==> config.mk <==
export PLATFORM = sky130hd
export DESIGN_NAME = det_sequencer_flat
export DESIGN_NICKNAME = d
export VERILOG_FILES = /design/src/rtl/det_sequencer_if.sv /design/src/rtl/det_sequencer.sv /design/src/flat_wrapper.sv
export SDC_FILE = /design/constraint.sdc
export NUM_CORES = 1
export LEC_CHECK = 0
export CORE_MARGIN = 2
export CORE_UTILIZATION = 30
export CTS_CLUSTER_DIAMETER = 30
export DETAILED_ROUTE_END_ITERATION = 8
export HOLD_SLACK_MARGIN = 0.03
export PLACE_DENSITY = 0.61
export REMOVE_ABC_BUFFERS = 1
export SKIP_LAST_GASP = 1
export SYNTH_ARGS = -nofsm -noshare
export SYNTH_HDL_FRONTEND = slang
export SYNTH_SLANG_ARGS = --single-unit
==> constraint.sdc <==
create_clock -name clk -period 1.6 [get_ports clk]
set_input_delay 0.32 -clock clk [delete_from_list [all_inputs] [get_ports clk]]
set_output_delay 0.32 -clock clk [all_outputs]
set_load 0.02 [all_outputs]
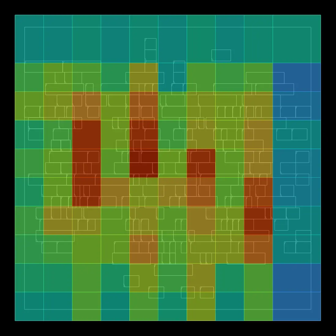
**Above:** run 1 (routing congestion map).
global-route met2 utilization: 19.2%
GRT Total Usage: 12.6%

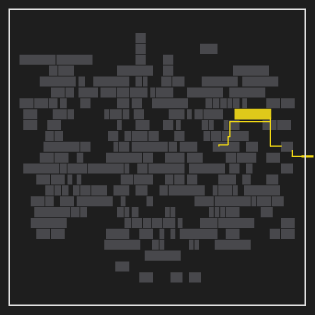
**Above:** run 1 (wires at chosen ports, followed through buffers).
(4 px per um)
legend:
  yellow:
    port: host_hit
    bits: 1
    direction: output
    end_cells: 1
    buffers: 1
    wire: 33.0 um
I/O pin cnt: 26
Port Buffers: 25

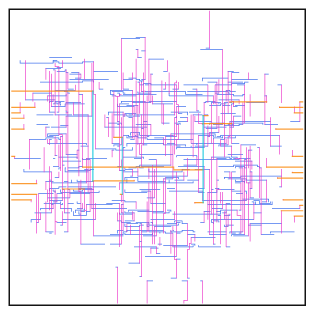
**Above:** run 1 (metal layers overlaid).
(4 px per um)
legend:
  blue:
    layer: met1
    wire_length: 1480 um
  orange:
    layer: met3
    wire_length: 169 um
  cyan:
    layer: met4
    wire_length: 58.5 um
  magenta:
    layer: met2
    wire_length: 1600 um
via count: 1223
WL final: 3310 um
WL/cell: 13.4 um

==> flow_summary.ini, run 1 <==
; synthesis and place-and-route metrics
[placement]
dp_slack_ps = -104
placed_area_um2 = 1860
dp_hpwl_um = 2250

[worst_setup_path]
r2r_cells = 6
worst_ep_arrival_time_ps = 1770
path_cells = inv_2 -> ha_4 -> or4b_4 -> nor3b_4 -> o21ai_0 -> o21ai_1
critPathKind = reg -> reg
cp_max_fo = 5
cp-start-kind = register
critPathSlowestCell = or4b_4
crit_required_ps = 1750

[synthesis]
edf_count = 0
ys_sh_simple_pct = 16.1
largest_area_cell = dfrtp_1
numSynthFlops = 29
top_cell = dfrtp_1
synth_cell_type_count = 37
synthArstFlopShare_pct = 100
mux_share_pct = 9.20
synthCells = 141
synth-xor-area-share_pct = 2.41
compound_area_share_pct = 15.6
yosys_cells = 141
top_cells_by_area = dfrtp_1 48%, mux2i_1 6.9%, a31oi_1 3.4%
top_area_share_pct = 48.2
ys_seq_share_pct = 50.0

[cts]
clkSinkCount = 29
clock-root-buffer = clkbuf_8
tritoncts = yes
clk_latency_ps = 280
post_cts_resized = 10
cts_buffers = 5
cts_setup_buffers = 1
path_clk_slew_ps = 60

[timing]
fmax_mhz = 619
finalCritPeriodShare_pct = 101
hold_violations = 0
finalSetupViolCount = 3
slew_headroom_pct = 74.7
worst_pin_slew_ps = 380
fin_ws_ps = -16.0
rsz0062_at_grt = yes
clock_skew_ps = 5.80

[pwr]
p_int_w = 0.00248
pwr-share-comb_pct = 55.2
p_leak_nw = 0.950
switching_share_pct = 39.4
pg_clk_w = 0.000575
ir_worst_vdd_mv = 1.05
power.group.top = combinational cells
switchingPower_w = 0.00162
seq_power_w = 0.00126
p_clk_share_pct = 14.0
power_density_nw_per_um2 = 1970

[die]
die_h_um = 73.6
die_x_um = 73.6
n_tap_cell = 54

[routing]
wl_met3_um = 169
first_pass_iters = 4
wl_met1_um = 1480
drtIter0Drc = 59
topRoutingLayerUsed = met4
ant_nets = 0
routed_via_density = 4.95

[layout]
ff_latch_area_um2 = 727
buffer_area_share_pct = 20.1
clock_buffers = 6
nets = 208
buffers = 48
area_growth_syn_to_layout_pct = 42.8
final_area_um2 = 2080
num-nonclk-inverters = 6
top_area_cell_class = combinational gates
seq_share_pct = 35.0
comb_area_share_pct = 36.6
layout-drive-gt1-share_pct = 25.9
final_layout_top_logic_cells = 28 x dfrtp_1, 21 x buf_4, 17 x clkdlybuf4s50_1
final_common_cell = dfrtp_1
clkCellAreaFrac_pct = 3.97
largest_reg_flops = 8

[run]
drv_cap = 0
warning_count = 29

[run_status]
outcome = finished with violations
violations = setup timing

[grt]
top_usage_layer = met2
antenna_found_initial = 0
grt_pass1_wl_um = 5210
grt_pass1_vias = 1129
grt_use_met1_pct = 16.0
run 1: worst max-delay path, delay by kind of cell (launching register included):
kind / cells / cell delay, ps
buffers and inverters: 1 / 90
AOI/OAI and AO/OA: 2 / 180
DFF: 1 / 410
adders and majority gates: 1 / 130
and+or+nand+nor: 2 / 680
run 1: through the flow:
step / TNS [ps] / total power [W] / util (%) / instances
2_1_floorplan: -1420 / 0.00250 / - / 136
3_3_place_gp: -364 / 0.00322 / 39.7 / 230
3_5_place_dp: -574 / 0.00330 / 39.7 / 230
4_1_cts: -180 / 0.00390 / 41.6 / 239
5_1_grt: -308 / 0.00442 / 44.3 / 247
6_report: -33.8 / 0.00410 / 44.3 / 247
**Run 1: I/O pins on the die edge**

(4 px per um) Pins as bars across the die edge, other pins in grey.
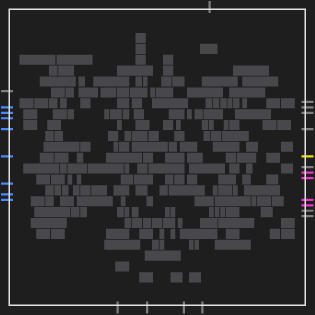

## Run 2: what changed since run 1
--- a/config.mk
+++ b/config.mk
@@ -5,12 +5,13 @@
 export SDC_FILE = /design/constraint.sdc
 export NUM_CORES = 1
 export LEC_CHECK = 0
+export ABC_AREA = 1
 export CORE_MARGIN = 2
 export CORE_UTILIZATION = 30
 export CTS_CLUSTER_DIAMETER = 30
 export DETAILED_ROUTE_END_ITERATION = 8
 export HOLD_SLACK_MARGIN = 0.03
-export PLACE_DENSITY = 0.61
+export PLACE_DENSITY = 0.59
 export REMOVE_ABC_BUFFERS = 1
 export SKIP_LAST_GASP = 1
 export SYNTH_ARGS = -nofsm -noshare
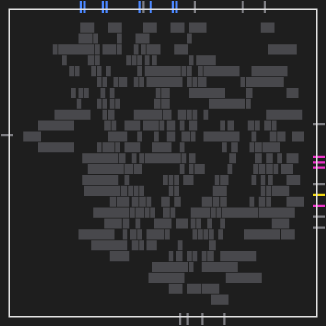
**Above:** run 2 (I/O pins on the die edge).
(4 px per um) Pins as bars across the die edge, other pins in grey.
legend:
  yellow:
    port: host_hit
    pins: 1
    direction: output
    edge: east
  magenta:
    port: host_match_cnt
    pins: 4
    direction: output
    edge: east
  blue:
    port: host_data_in
    pins: 8
    direction: input
    edge: north
Die W: 76.5 um
die height: 76.5 um

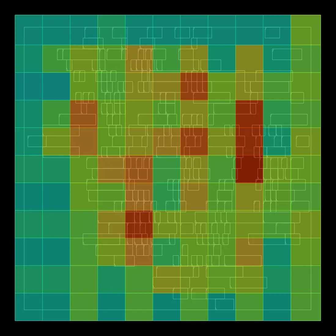
**Above:** run 2 (routing congestion map).
GRT Total Usage: 12.2%
gr busiest metal: met2

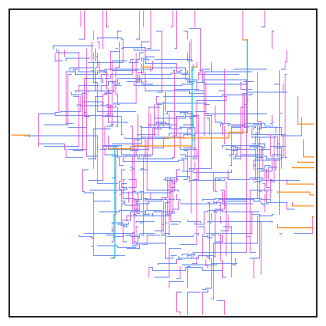
**Above:** run 2 (metal layers overlaid).
(4 px per um)
legend:
  orange:
    layer: met3
    wire_length: 99.5 um
  cyan:
    layer: met4
    wire_length: 70.0 um
  magenta:
    layer: met2
    wire_length: 1570 um
  blue:
    layer: met1
    wire_length: 1560 um
via count: 1332
WL final: 3300 um
WL/cell: 10.6 um

==> run 2 against run 1 <==
The run now ends clean. Via count increased by 8.9%. Die size grew 7.9%. Hold slack got worse by 37 ps. Clock skew is 1.6 ps higher. Critical path type is now reg -> out. Largest cell class unchanged. Highest routed layer unchanged.
==> flow_summary.ini, run 2 <==
; synthesis and place-and-route metrics
[run_status]
outcome = completed

[synthesis]
top_cell = nand2_1
yosys_area_um2 = 1580
ys_seq_share_pct = 46.1
synthCells = 206
top_area_share_pct = 44.4
synth_cell_type_count = 26
edf_count = 0
yosys_cells = 206
largest_area_cell = dfrtp_1
syn-cell-area_um2 = 1580
top_cells_by_area = dfrtp_1 44%, nand2_1 19%, nand3_1 5.1%
yosys_warnings = 0
postSynthAreaPerCell_um2 = 7.65
numSynthFlops = 29
synthArstFlopShare_pct = 100
common_cells = 80 x nand2_1, 28 x dfrtp_1, 21 x inv_1, 16 x nand3_1, 13 x o21ai_0

[worst_setup_path]
path_depth = 1
cp-start-kind = register
crit_buf_inv = 1
cp_max_fo = 2
crit_required_ps = 1280
reg2reg_slack_ps = 160
critPathSlowestCell = clkdlybuf4s50_1
path_cells = clkdlybuf4s50_1
critPathKind = reg -> out
worst_ep_arrival_time_ps = 1220
critPathTopFamily = buffers and inverters
end_kind = primary output
r2r_cells = 9

[timing]
worst_pin_slew_ps = 255
finalSetupViolCount = 0
clock_skew_ps = 7.40
rsz0062_at_grt = no
tns_ps = 0
hold_violations = 0
fmax_mhz = 649
final_max_slew_viol_count = 0
finalCriticalPeriod_ps = 1540
finalCritPeriodShare_pct = 96.3
slew_headroom_pct = 83.0
fin_ws_ps = 59.8

[die]
boundaryPins = 26
n_tap_cell = 70
fp_util_pct = 31.1
rows = 26

[layout]
combGateArea_um2 = 738
clock_buffers = 6
final_util_pct = 40.2
comb_area_share_pct = 36.2
n_antenna_cell = 0
top_area_cell_class = combinational gates
ff_latch_area_um2 = 727
stdcell_count = 312
layout-drive-gt1-share_pct = 14.9
largest_reg_flops = 8
buffer_area_share_pct = 15.0
final_layout_top_logic_cells = 80 x nand2_1, 28 x dfrtp_1, 20 x inv_1
flops = 29
final_common_cell = nand2_1
nets = 257
clkCellAreaFrac_pct = 4.05
final_area_um2 = 2040
area_growth_syn_to_layout_pct = 29.4
seq_share_pct = 35.6
buffers = 29
n_fill_cell = 550
num-nonclk-inverters = 26

[cts]
cts_buffers = 5
clock-root-buffer = clkbuf_8
hold_buffers = 0
htreeDepth = 2
tritoncts = yes
clockBufferDepth = 2
clk_latency_ps = 280
clkSinkCount = 29
path_clk_slew_ps = 60

[grt]
grt_pass1_vias = 1229
antenna_found_initial = 0
grt_max_degree = 30
grt_overflow = 0
grt_use_met1_pct = 15.5
use_met2_pct = 18.9
grt_pass1_wl_um = 5570
use_met3_pct = 3.44

[placement]
dp_slack_ps = 72.4
placed_area_um2 = 1950
port_buffers = 25
dp_hpwl_um = 2540
placed_cells = 304
finalWeightedCongestion = 0.821

[routing]
ant_nets = 0
topRoutingLayerUsed = met4
wl_met1_um = 1560
route.met2.wl_um = 1570
drtIter0Drc = 29
wl_met3_um = 99
first_pass_iters = 4
routed_via_density = 4.27

[run]
drv_cap = 0
warning_count = 27

[pwr]
power.total_w = 0.00387
pwr-share-comb_pct = 52.2
p_int_w = 0.00210
p_clk_share_pct = 14.6
switchingPower_w = 0.00178
ir_worst_vdd_mv = 0.642
switching_share_pct = 45.9
power_density_nw_per_um2 = 1900
p_leak_nw = 1.16

[min_path]
hp-class = in -> async
[run 2: cells by family after synthesis]
group,synth area share [%]
AND/OR/NAND/NOR,36.4
flip-flops,46.1
buffers and inverters,7.06
AND-OR/OR-AND,6.19
adder cells (fa/ha/maj),3.17
XOR/XNOR,1.11
[run 2: timing repair]
action / 4_1_cts / 5_1_grt
resized: 4 / 8
setup endpoints to repair: 4 / 8
setup buffers: 0 / 0
[run 2: power by group through the flow]
stage | logic (W) | clock network (W) | registers (W)
floorplan | 0.00131 | 0 | 0.00139
global placement | 0.00205 | 0 | 0.00129
detailed placement | 0.00209 | 0 | 0.00130
CTS | 0.00207 | 0.000596 | 0.00129
global route | 0.00232 | 0.000626 | 0.00133
finish | 0.00202 | 0.000567 | 0.00129
Power and IR drop assume default switching activity.
